**config.mk**
```make
export PLATFORM = sky130hd
export DESIGN_NAME = request_latch8
export DESIGN_NICKNAME = d
export VERILOG_FILES = /design/src/rtl/request_latch8.sv
export SDC_FILE = /design/constraint.sdc
export NUM_CORES = 1
export LEC_CHECK = 0
export CAP_MARGIN = 15
export CORE_ASPECT_RATIO = 1.1
export CORE_MARGIN = 2
export CORE_UTILIZATION = 44
export CTS_BUF_LIST = sky130_fd_sc_hd__clkbuf_4 sky130_fd_sc_hd__clkbuf_8
export DETAILED_ROUTE_END_ITERATION = 12
export GPL_TIMING_DRIVEN = 0
export PLACE_DENSITY = 0.88
export SYNTH_ARGS = -nofsm -noshare
export SYNTH_HDL_FRONTEND = slang
export SYNTH_SLANG_ARGS = --single-unit
```
**constraint.sdc**
```tcl
create_clock -name clk -period 1.75 [get_ports clk]
set_input_delay 0.2625 -clock clk [delete_from_list [all_inputs] [get_ports clk]]
set_output_delay 0.2625 -clock clk [all_outputs]
set_load 0.03 [all_outputs]
```
**src/rtl/request_latch8.sv**
```systemverilog
// request_latch8: sticky request capture feeding the 8-to-3 priority encoder
// Ports: clk, rst (sync, active-high); req_in[7:0] raw request levels;
//   mask[7:0] hides bits from pend_out only; ack/ack_code[2:0] clear one pending bit;
//   pend_out[7:0] = pending & ~mask; any_pend = |pend_out;
//   overflow[7:0] sticky re-edge-while-pending; ack_err one-cycle bad-ack pulse.
// Define REQ_LATCH_SYNC_EN to insert a two-flop synchroniser on req_in.
module request_latch8 (
    input  logic       clk,
    input  logic       rst,
    input  logic [7:0] req_in,
    input  logic [7:0] mask,
    input  logic       ack,
    input  logic [2:0] ack_code,
    output logic [7:0] pend_out,
    output logic       any_pend,
    output logic [7:0] overflow,
    output logic       ack_err
);
    logic [7:0] s_cur, s_prev, pending, rise, clr;
`ifdef REQ_LATCH_SYNC_EN
    logic [7:0] sync1, sync2;
    always_ff @(posedge clk)
        if (rst) begin
            sync1 <= '0;
            sync2 <= '0;
        end else begin
            sync1 <= req_in;
            sync2 <= sync1;
        end
    assign s_cur = sync2;
`else
    assign s_cur = req_in;
`endif
    assign rise     = s_cur & ~s_prev;
    assign clr      = ack ? 8'd1 << ack_code : 8'd0;
    assign pend_out = pending & ~mask;
    assign any_pend = |pend_out;
    // a new edge always wins over a clear so no request is lost
    always_ff @(posedge clk)
        if (rst) begin
            s_prev   <= '0;
            pending  <= '0;
            overflow <= '0;
            ack_err  <= 1'b0;
        end else begin
            s_prev   <= s_cur;
            pending  <= rise | (pending & ~clr);
            overflow <= (overflow & ~(clr & ~rise)) | (rise & pending & ~clr);
            ack_err  <= ack & ~pending[ack_code];
        end
endmodule

```
### The clock network

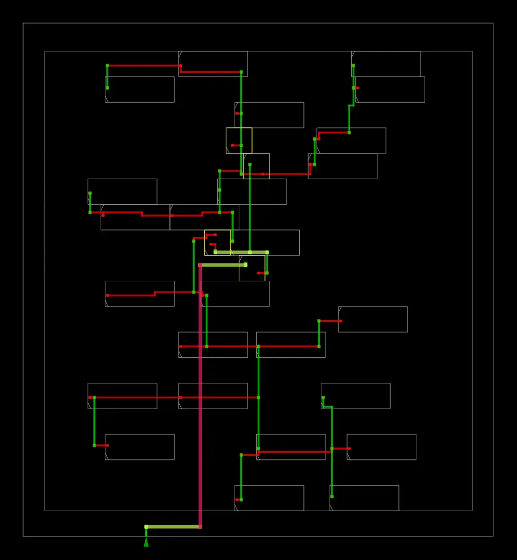
Flops: 25
cts bufs inserted: 3
Latency at later pin: 0.31 ns
Clk power: 262 µW

### Clock distribution

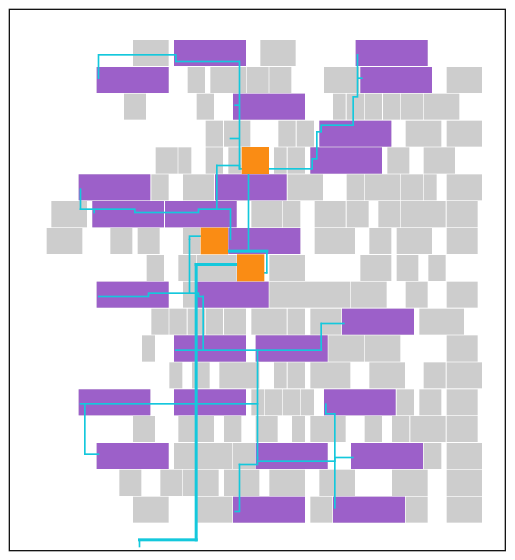
- cyan: clock wires (length 250 µm)
- purple: flip-flops (count 25)
- orange: clock drivers (count 3)
- routed clock nets: 4
Clock Skews: 0.008398 ns
clock power share: 22.9%

### Drive-strength map

The bar under the picture is 20 µm long.
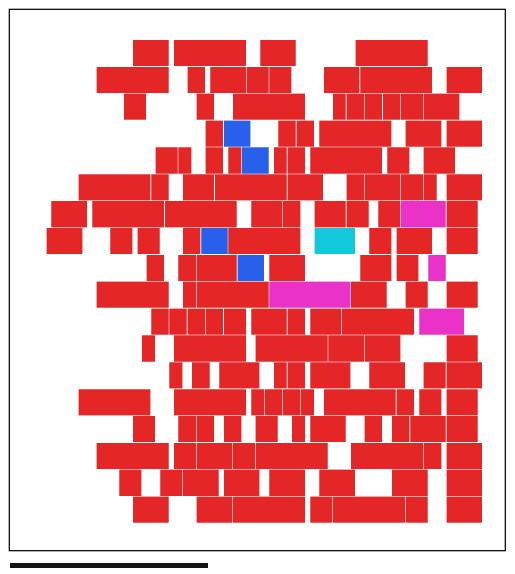
- cyan: _6 and larger (cells 1; share 0.66%)
- blue: _3 and _4 cells (cells 4; share 2.6%)
- magenta: _2 cells (cells 4; share 2.6%)
- red: _0 and _1 cells (cells 143; share 94%)
final worst slack: 0.1022 ns
post-route cell area: 1473 µm²
number of non-clock buffers: 42
synthesis-to-finish area growth: 43.36%

==> results.txt <==
status - complete, no violations
combinational fraction of the cell area - 35.09%
Yosys warnings - 0
setup violators final - 0
CTS tree - yes
Worst Hold End - pending[7]
DR pass1 iterations - 4
sw frac - 27.13%
drt total wl - 2.468 mm
Switch Pwr - 310.3 µW
layout inverter count without the clock tree - 0
Place WS - -0.3489 ns
cells after synthesis - 110
total power divided by cell area - 776.6 nW/µm²
tool warning count - 27
Synth cell types - 18
GRT overflow - 0
first-pass GRT wire length - 3.939 mm
Slew @ Worst Pin - 0.4812 ns
Gate Area - 516.7 µm²
Max Cap Violations - 0
critical path arrival - 1.39 ns
most used logic cell in the final layout - clkdlybuf4s50_1
R2R Setup Slk - 0.54 ns
clk tree area frac - 2.039%
Tap Cells - 30
hold path cells - 4
setup bufs post-CTS - 0
Synth mux share - 6.090%
Critical Path Max Stage Delay - 0.36 ns
FP Util - 46.07%
initial DRC count - 8
Post-CTS Resized - 12
initial antenna violation count - 0
RSZ-0062 raised after global routing - no
DR vias/cell - 5.242
clk buf depth - 2
Rel. slew slack - 67.92%
cells in synth_stat.txt - 110
fillcell total - 180
GPL Wtd Cong - 0.8124
Sequential Power Share - 54.9%
Nets - 175
startpoint types - flop
Slew Limit Fails - 0
largest cell class by area - logic gates
sequential power - 628 µW
Sequential Area - 500.5 µm²
area post-placement - 1445 µm²
die y size - 54.68 µm
highest-power group - registers
fin crit share - 94.16%
Die W - 50.07 µm
Clock Buffer Count - 4
Multi-input comb cells - 81
Crit path depth - 4
Remaining DRCs - 0
fa+ha+maj area frac - 0%
crit path capture - any_pend
R2R depth - 3
critical path endpoint category - output pin
clk sink count - 25
Internal - 833.3 µW
CP bufs+invs - 1
Largest logic family - simple AND/OR/NAND/NOR gates
Comb pwr share - 22.2%
Worst path top cell family by delay - simple AND/OR/NAND/NOR gates
Slowest-stage cell, CP - dfxtp_1
Die ar. - 2738 µm²
CTS root buf - clkbuf_4
CP Cell Sequence - nor2b_1 > nor4_2 > nand2_1 > buf_2
CP Launch Point - pending[2]
xor/xnor share - 0%
FMAX - 606.9 MHz
Leakage - 0.5675 nW
endpoints failing hold - 0
Synth Cell Area - 1027 µm²
Chip Area, Yosys - 1027 µm²
Floorplan Nets - 132
reg2reg start - pending[5]
Overall Global Routing Usage - 19.02%
largest net degree at the start of global routing - 14
Simple-Gate Fraction of Synth Area - 31.30%
vias post-DR - 954
# H-tree levels - 1
AO/OA Area Share - 11.69%
maximum VDD drop - 0.0005386 V
Routed Antenna Nets - 0
Crit Path Max Fanout - 4
Mean Syn Cell Area - 9.339 µm²
Non-clock buffer share - 26.34%
WP data required - 1.49 ns
hold-fix buffers at CTS - 0
Min Clock Period, post-route - 1.648 ns
Worst R2R End - ack_err
Power Total - 1.144 mW
layout cells sized above 1 - 5.921%
clk slew on worst S/H paths - 0.13 ns
Hold/Removal Path Class - in -> reg
combinational power - 254 µW
Setup Crit Path Kind - reg -> out
vias in the first global route - 919
Hold Path Origin - ack_code[0]
post-synthesis sequential area ratio - 48.72%
Post-synth regs - 25
antenna fix cells - 0
Wirelength per Cell - 13.56 µm
Detailed Place HPWL - 1.804 mm
most frequent cells in the layout - clkdlybuf4s50_1, dfxtp_1, nor2b_1
### I/O nets highlighted

The bar under the picture is 20 µm long.
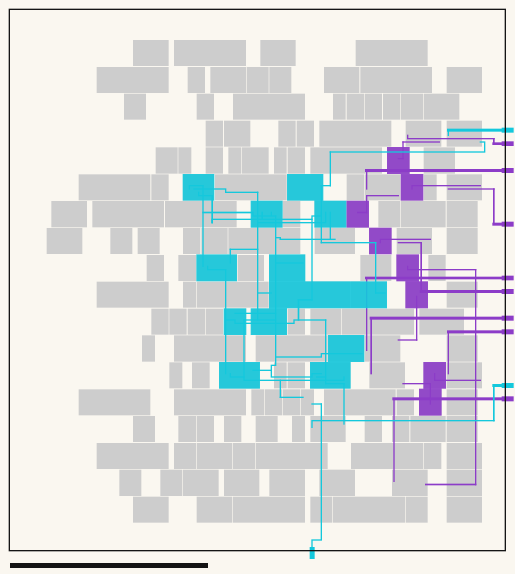
- purple: `mask` (bits 8; direction input; edge right; end cells 8; wire 193 µm)
- cyan: `ack_code` (bits 3; direction input; edge 2 right, 1 bottom; end cells 13; wire 275 µm)
Buffers on Ports: 38
IO Pins: 40

### Cells coloured by class

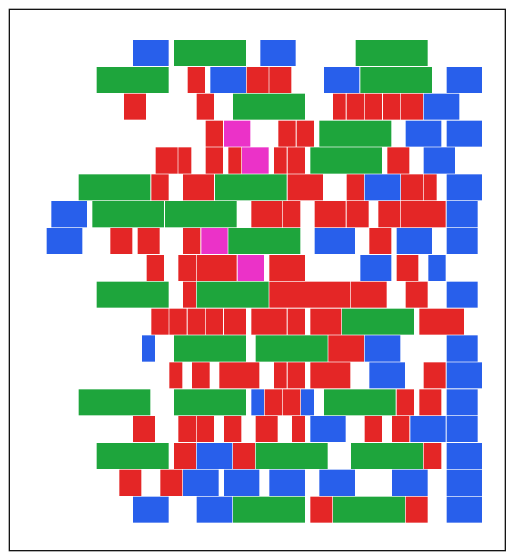
- magenta: clock drivers and dummy loads (cells 4)
- green: flops (cells 25)
- blue: other buffers and delay cells (cells 42)
- red: combinational and other logic (cells 81)
CORE AREA: 2230 µm²
Core Util, Final: 66.05%
Rows: 18
Seq/total area: 33.98%

-- per-layer routing --
metal  routed length (µm)  track usage (%)  vias to the layer above
li1                     -                -                      477
met1                 1101            21.31                      439
met2                 1187            34.43                       36
met3                  152            4.918                        2
met4                   27            8.333                        0
met5                    0                0                        -
-- state kept, by name, indices dropped and copies added, names as in the netlist --
signal,cells
ack_err,1
overflow,8
pending,8
s_prev,8
-- cell usage after synthesis --
| master | count | area share (%) |
|---|---|---|
| clkbuf_1 | 3 | 1.1 |
| nor2_1 | 8 | 2.9 |
| and3b_1 | 1 | 0.85 |
| mux2i_1 | 4 | 3.9 |
| nand4bb_1 | 3 | 3.3 |
| nor2b_1 | 24 | 15 |
| buf_6 | 1 | 1.1 |
| mux4_2 | 1 | 2.2 |
| nand4b_1 | 3 | 2.6 |
| dfxtp_1 | 25 | 49 |
| o21ai_0 | 4 | 1.9 |
| o21ai_1 | 4 | 1.9 |
| or4b_1 | 1 | 0.97 |
| nand2_1 | 1 | 0.37 |
| nand4_1 | 1 | 0.61 |
| nor4_1 | 2 | 1.2 |
| a21oi_1 | 16 | 7.8 |
| nand3_1 | 8 | 3.9 |
-- metrics by stage --
| step | util (%) | std cells | TNS, ns | hold WS, ns |
|---|---|---|---|---|
| after floorplan | - | 110 | 0 | 0.3341 |
| after global placement | 64.81 | 178 | -0.5709 | 0.4617 |
| after detailed placement | 64.81 | 178 | -0.8365 | 0.4732 |
| after CTS | 66.05 | 182 | -0.01887 | 0.4662 |
| after global routing | 66.05 | 182 | 0 | 0.5021 |
| final | 66.05 | 182 | 0 | 0.4773 |
-- worst reg2reg max path, cell delays in order (launching register included) --
cell and delay (ns):
dfxtp_1 0.42, mux2i_1 0.09, mux4_2 0.46, and3b_1 0.17
No activity file was given, so power comes from the tool's default toggle rates.
